placement.png
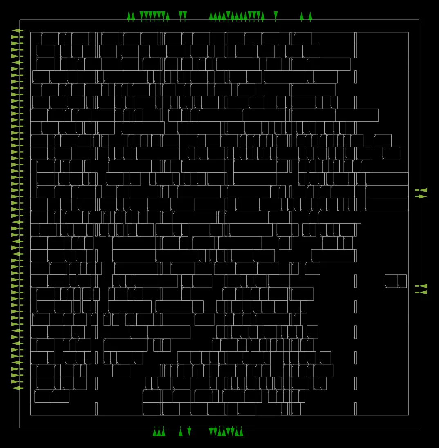
io_placement.png
(6 px per µm) Pins as bars across the die edge, other pins in grey.
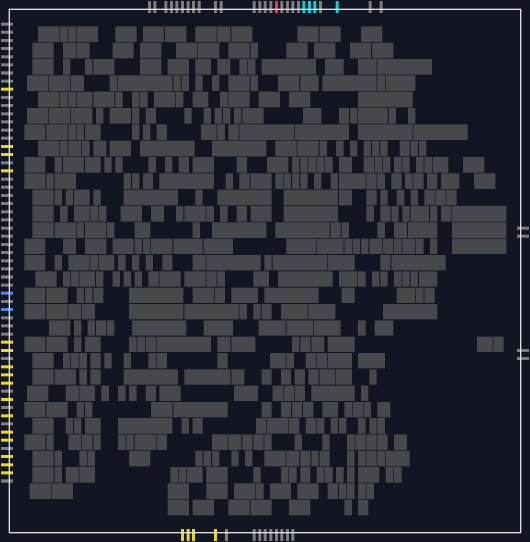
detail.png
Window x 22 to 62, y 24 to 64 µm. Cells in grey, sequential cells in the stronger grey; small squares are vias.
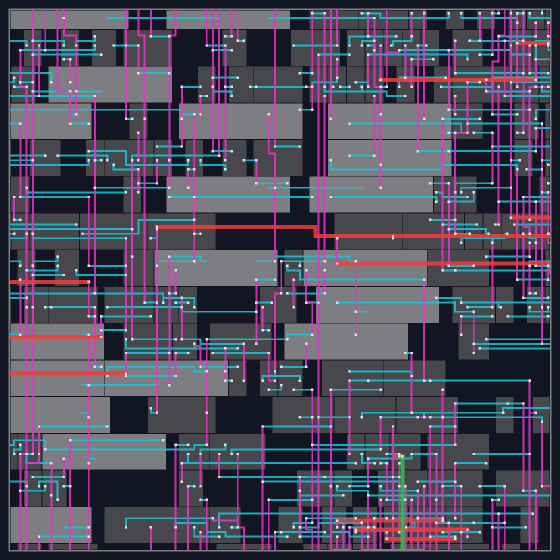
===== config.mk =====
export PLATFORM = sky130hd
export DESIGN_NAME = crc_enc_arbiter
export DESIGN_NICKNAME = d
export VERILOG_FILES = /design/src/rtl/crc_enc_arbiter.sv
export SDC_FILE = /design/constraint.sdc
export NUM_CORES = 1
export LEC_CHECK = 0
export ABC_AREA = 1
export CORE_AREA = 2 2 83 85
export DETAILED_ROUTE_END_ITERATION = 8
export DIE_AREA = 0 0 85 87
export MAX_ROUTING_LAYER = met4
export PLACE_DENSITY = 0.78
export SLEW_MARGIN = 20
export SYNTH_ARGS = -nofsm -noshare
export SYNTH_HDL_FRONTEND = slang
export SYNTH_SLANG_ARGS = --single-unit

===== constraint.sdc =====
create_clock -name clk -period 5.8 [get_ports clk]
set_input_delay 1.16 -clock clk [delete_from_list [all_inputs] [get_ports clk]]
set_output_delay 1.16 -clock clk [all_outputs]
set_load 0.01 [all_outputs]

===== src/rtl/crc_enc_arbiter.sv =====
// Round-robin front end that time-shares one crc_encoder among NREQ clients.
// A grant loads the winner's data and polynomial into the encoder, which must
// drop crcready within two cycles. The CRC returns tagged with the requester id.
module crc_enc_arbiter #(
  parameter int DATAWIDTH = 10,
  parameter int CRCWIDTH  = 4,
  parameter int NREQ      = 4,
  parameter int TIMEOUT   = 31,
  localparam int IDW      = $clog2(NREQ)
) (
  input  logic                          clk,
  input  logic                          resetn,
  input  logic [NREQ-1:0]               req_valid,
  output logic [NREQ-1:0]               req_ready,
  input  logic [NREQ*DATAWIDTH-1:0]     req_data,
  input  logic [NREQ*(CRCWIDTH+1)-1:0]  req_poly,
  output logic                          rsp_valid,
  input  logic                          rsp_ready,
  output logic [IDW-1:0]                rsp_id,
  output logic [CRCWIDTH-1:0]           rsp_crc,
  output logic                          rsp_err,
  output logic                          busy,
  output logic                          enc_ctrlen,
  output logic [DATAWIDTH-1:0]          enc_datain,
  output logic [CRCWIDTH:0]             enc_genpoly,
  input  logic                          enc_crcready,
  input  logic [CRCWIDTH-1:0]           enc_crcseq
);

  typedef enum logic [2:0] {IDLE, LAUNCH, WAIT_BUSY, WAIT_DONE, RESPOND} state_t;

  localparam logic [7:0] TO_LAST = 8'(TIMEOUT - 1);

  state_t state, nstate;

  logic [NREQ-1:0][DATAWIDTH-1:0] data_arr;
  logic [NREQ-1:0][CRCWIDTH:0]    poly_arr;
  logic [NREQ-1:0]                grant;
  logic [IDW-1:0]                 rr_ptr, gid, idx, hold_id;
  logic [DATAWIDTH-1:0]           hold_data;
  logic [CRCWIDTH:0]              hold_poly;
  logic [7:0]                     cnt;
  logic                           found, xfer;

  for (genvar i = 0; i < NREQ; i++) begin : g_unpack
    assign data_arr[i] = req_data[i*DATAWIDTH +: DATAWIDTH];
    assign poly_arr[i] = req_poly[i*(CRCWIDTH+1) +: CRCWIDTH+1];
  end

  // First valid requester at or after rr_ptr, wrapping modulo NREQ.
  always_comb begin
    grant = '0;
    gid   = '0;
    idx   = '0;
    found = 1'b0;
    for (int k = 0; k < NREQ; k++) begin
      idx = IDW'((int'(rr_ptr) + k) % NREQ);
      if (!found && req_valid[idx]) begin
        grant[idx] = 1'b1;
        gid        = idx;
        found      = 1'b1;
      end
    end
  end

  // resetn gating keeps req_ready low for the whole reset window.
  assign req_ready   = (resetn && state == IDLE && enc_crcready) ? grant : '0;
  assign xfer        = |(req_valid & req_ready);

  assign enc_ctrlen  = (state == LAUNCH);
  assign enc_datain  = hold_data;
  assign enc_genpoly = hold_poly;
  assign rsp_valid   = (state == RESPOND);
  assign rsp_id      = hold_id;
  assign busy        = (state != IDLE);

  always_ff @(posedge clk or negedge resetn) begin
    if (!resetn) state <= IDLE;
    else         state <= nstate;
  end

  always_comb begin
    nstate = state;
    case (state)
      IDLE:      if (xfer) nstate = LAUNCH;
      LAUNCH:    nstate = WAIT_BUSY;
      WAIT_BUSY: begin
        if (!enc_crcready)     nstate = WAIT_DONE;
        else if (cnt == 8'd1)  nstate = RESPOND;
      end
      WAIT_DONE: if (enc_crcready || cnt == TO_LAST) nstate = RESPOND;
      RESPOND:   if (rsp_ready) nstate = IDLE;
      default:   nstate = IDLE;
    endcase
  end

  always_ff @(posedge clk or negedge resetn) begin
    if (!resetn) begin
      rr_ptr    <= '0;
      hold_id   <= '0;
      hold_data <= '0;
      hold_poly <= '0;
      cnt       <= '0;
      rsp_crc   <= '0;
      rsp_err   <= 1'b0;
    end else begin
      case (state)
        IDLE: if (xfer) begin
          hold_id   <= gid;
          hold_data <= data_arr[gid];
          hold_poly <= poly_arr[gid];
        end
        LAUNCH: cnt <= '0;
        WAIT_BUSY: begin
          if (!enc_crcready) cnt <= '0;
          else begin
            cnt <= cnt + 8'd1;
            // encoder never acknowledged the load
            if (cnt == 8'd1) begin
              rsp_crc <= '0;
              rsp_err <= 1'b1;
            end
          end
        end
        WAIT_DONE: begin
          cnt <= cnt + 8'd1;
          if (enc_crcready) begin
            rsp_crc <= enc_crcseq;
            rsp_err <= 1'b0;
          end else if (cnt == TO_LAST) begin
            rsp_crc <= '0;
            rsp_err <= 1'b1;
          end
        end
        RESPOND: if (rsp_ready)
          rr_ptr <= (hold_id == IDW'(NREQ - 1)) ? '0 : hold_id + IDW'(1);
        default: ;
      endcase
    end
  end

endmodule


==> impl.org <==
#+TITLE: Implementation results

** Worst setup path
- For reference, the most critical setup path is categorized as in2out.
- CP Capture Point :: req_ready[3]
- The data arrival time reported for the critical path is 3.15 ns.
- The number of cells on the worst reg-to-reg path is 14.
- The worst setup path is captured at an output pin.
- Crit path max-delay family :: buffers and inverters
- Combined buffer and inverter count along the critical path :: 4
- Worst-path cell chain :: clkdlybuf4s50_1 > inv_1 > nand2_1 > nand3_1 > nand2_1 > nor2_8 > nand3_1 > nand3_1 > nand2_1 > inv_1 > clkdlybuf4s50_1
- Peak fanout along the critical path :: 10
- Worst flop-to-flop path endpoint :: enc_datain[2]
- Cell with the largest stage delay on the worst path :: sky130_fd_sc_hd__clkdlybuf4s50_1

** Finish
- In the final layout, the share of cells above drive strength 1 is 7.186%.
- At the end of the flow, the number of nets in the layout was 583.
- Ant. Diodes :: 0

** Synthesis
- The synthesized design contains 0 enable-type register cells.
- Looking at the cell usage after synthesis, the top flip-flop cell is sky130_fd_sc_hd__dfrtp_1.
- Once synthesis finished, the tally of register bits stood at 35.
- Ys async rst share :: 100.0%
- Synthesis produced a netlist with a net count of 487.
- The cell area that synthesis handed to floorplanning was 0.002804 mm².
- Counting every instance in the synthesized netlist gives 404.

** Run status
- Outcome :: completed

** Job
- The run reported a max-capacitance violation count of 0.

** Route
- DRT Wirelength :: 7050 µm
- Initial drt markers :: 173
- Detailed-route via count :: 2825
- DRT met1 WL :: 3015 µm
- The count of nets left with antenna violations once routing finished came out at 0.
- In the final routed layout, each cell accounts on average for 12.13 µm.
- DR vias/cell :: 4.862

** Timing
- Maximum clock frequency :: 232.3 MHz
- Fin. max-slew vios :: 0
- Across all checked pins, the minimum headroom to the slew limit is 40.47%.

** Die
- After floorplanning, the die was sized to cover 0.007395 mm².
- The initial utilization of the core area, before any placement, comes to 42.69%.

** Placement
- HPWL after detailed placement :: 5451 µm

** Power and ir drop
- Power density over cell area :: 528.7 mW/mm²
- Clock share of power :: 9.5%
- The switching portion of total power comes to 49.65%.

** Hold path
- Worst Hold Class :: reg2reg

** Global route
- Global routing used 20.00% of the available tracks across all layers.
- Number of antenna violations at the first check in global routing :: 0

** Clock tree
- Post-CTS Setup Bufs :: 0
- CTS added clock buffers totalling 5.
- TritonCTS reports the number of clock sinks as 35.
## Picture notes: placement.png
sequential cell area share: 22.25%
tap cells: 80
placeable core region: 0.006569 mm²
number of placement rows: 30
number of fill cells in the layout: 587

## Picture notes: io_placement.png
colour	port	pins	direction	edge
blue	rsp_id	2	output	left
cyan	enc_crcseq	4	input	top
yellow	req_poly	20	input	16 left, 4 bottom
red	rsp_ready	1	input	top
all pins by edge	57 left, 27 top, 13 bottom, 4 right
height of the chip: 87 µm
Port Buffers: 100
Die Width: 85 µm

## Picture notes: detail.png
colour	layer
green	metal 4
red	metal 3
magenta	metal 2
cyan	metal 1
netlist names of flops here include	enc_datain (8), cnt (3), enc_genpoly (3)
cells with their middle in the window	132
most frequent	nand2_1 (19), dfrtp_1 (19), nor2_1 (15)
sequential cells in the window	19

-- worst min path at each step --
stage / depth (start not counted) / to / from
2_1_floorplan: 2 / state[1] / state[1]
4_1_cts: 1 / rsp_crc[2] / rsp_crc[2]
6_report: 1 / rsp_crc[3] / rsp_crc[3]
3_3_place_gp: 1 / rsp_crc[0] / rsp_crc[0]
3_5_place_dp: 1 / rsp_crc[3] / rsp_crc[3]
5_1_grt: 1 / rsp_crc[2] / rsp_crc[2]
-- logic make-up (layout without fill, tap and decap cells) --
| kind of cell | count (synthesis) | after routing | share of synthesized area [%] |
|---|---|---|---|
| buffers and inverters | 76 | 173 | 11.65 |
| adders and majority gates | 11 | 11 | 4.908 |
| DFF | 35 | 35 | 31.24 |
| and+or+nand+nor | 232 | 232 | 39.49 |
| xor gates and xnor gates | 3 | 3 | 0.9373 |
| AOI/OAI and AO/OA | 47 | 47 | 11.78 |
-- cell type report --
class | instances | area share (%)
Multi-Input combinational cell | 293 | 40.69
Timing Repair Buffer | 102 | 25.68
Sequential cell | 35 | 22.25
Clock buffer | 7 | 2.448
Inverter | 63 | 6.198
Clock inverter | 1 | 0.1907
Tap cell | 80 | 2.543
-- power by group through the flow --
stage | Clock, mW | Sequential (mW) | Combinational (mW)
global route | 0.214 | 0.443 | 1.65
floorplan | 0 | 0.443 | 1.07
finish | 0.198 | 0.427 | 1.46
global placement | 0 | 0.428 | 1.45
detailed placement | 0 | 0.430 | 1.46
CTS | 0.201 | 0.427 | 1.47
-- registers in the layout, summed over array words and instances, names as in the netlist --
register and flops:
rsp_crc 4, rr_ptr 2, enc_datain 10, enc_genpoly 5
state 3, rsp_id 2, rsp_err 1, cnt 8
-- per-layer routing --
layer  vias to the layer above  GRT usage (%)
met2                        93          33.03
met5                         -              -
met1                      1241          24.26
met3                         7          6.161
met4                         0          4.185
li1                       1484              -
-- per-stage QoR --
step / hold slack, ns / std cells / setup WS [ns] / instance area, µm² / util (%)
global route: 0.5470 / 581 / 1.327 / 3936 / 59.92
finish: 0.5075 / 581 / 1.494 / 3936 / 59.92
floorplan: 0.4842 / 404 / 2.672 / 2804 / -
global placement: 0.4891 / 573 / 1.559 / 3832 / 58.34
CTS: 0.5115 / 581 / 1.501 / 3936 / 59.92
detailed placement: 0.4869 / 573 / 1.497 / 3832 / 58.34
-- cells in the mapped netlist, types with 6 or more instances --
cell type,n,area [µm²]
sky130_fd_sc_hd__dfrtp_1,35,875.8
sky130_fd_sc_hd__nor2_1,47,176.4
sky130_fd_sc_hd__nor3_1,18,90.09
sky130_fd_sc_hd__inv_1,61,229.0
sky130_fd_sc_hd__nand3_2,10,100.1
sky130_fd_sc_hd__buf_2,6,30.03
sky130_fd_sc_hd__ha_1,11,137.6
sky130_fd_sc_hd__or2_0,8,50.05
sky130_fd_sc_hd__or2_1,6,37.54
sky130_fd_sc_hd__o211ai_1,15,112.6
sky130_fd_sc_hd__a21oi_1,9,45.04
sky130_fd_sc_hd__o21ai_0,7,35.03
sky130_fd_sc_hd__nand2_1,92,345.3
sky130_fd_sc_hd__nand3_1,36,180.2
Power figures rest on the tool's default switching activity, not on a simulated workload.
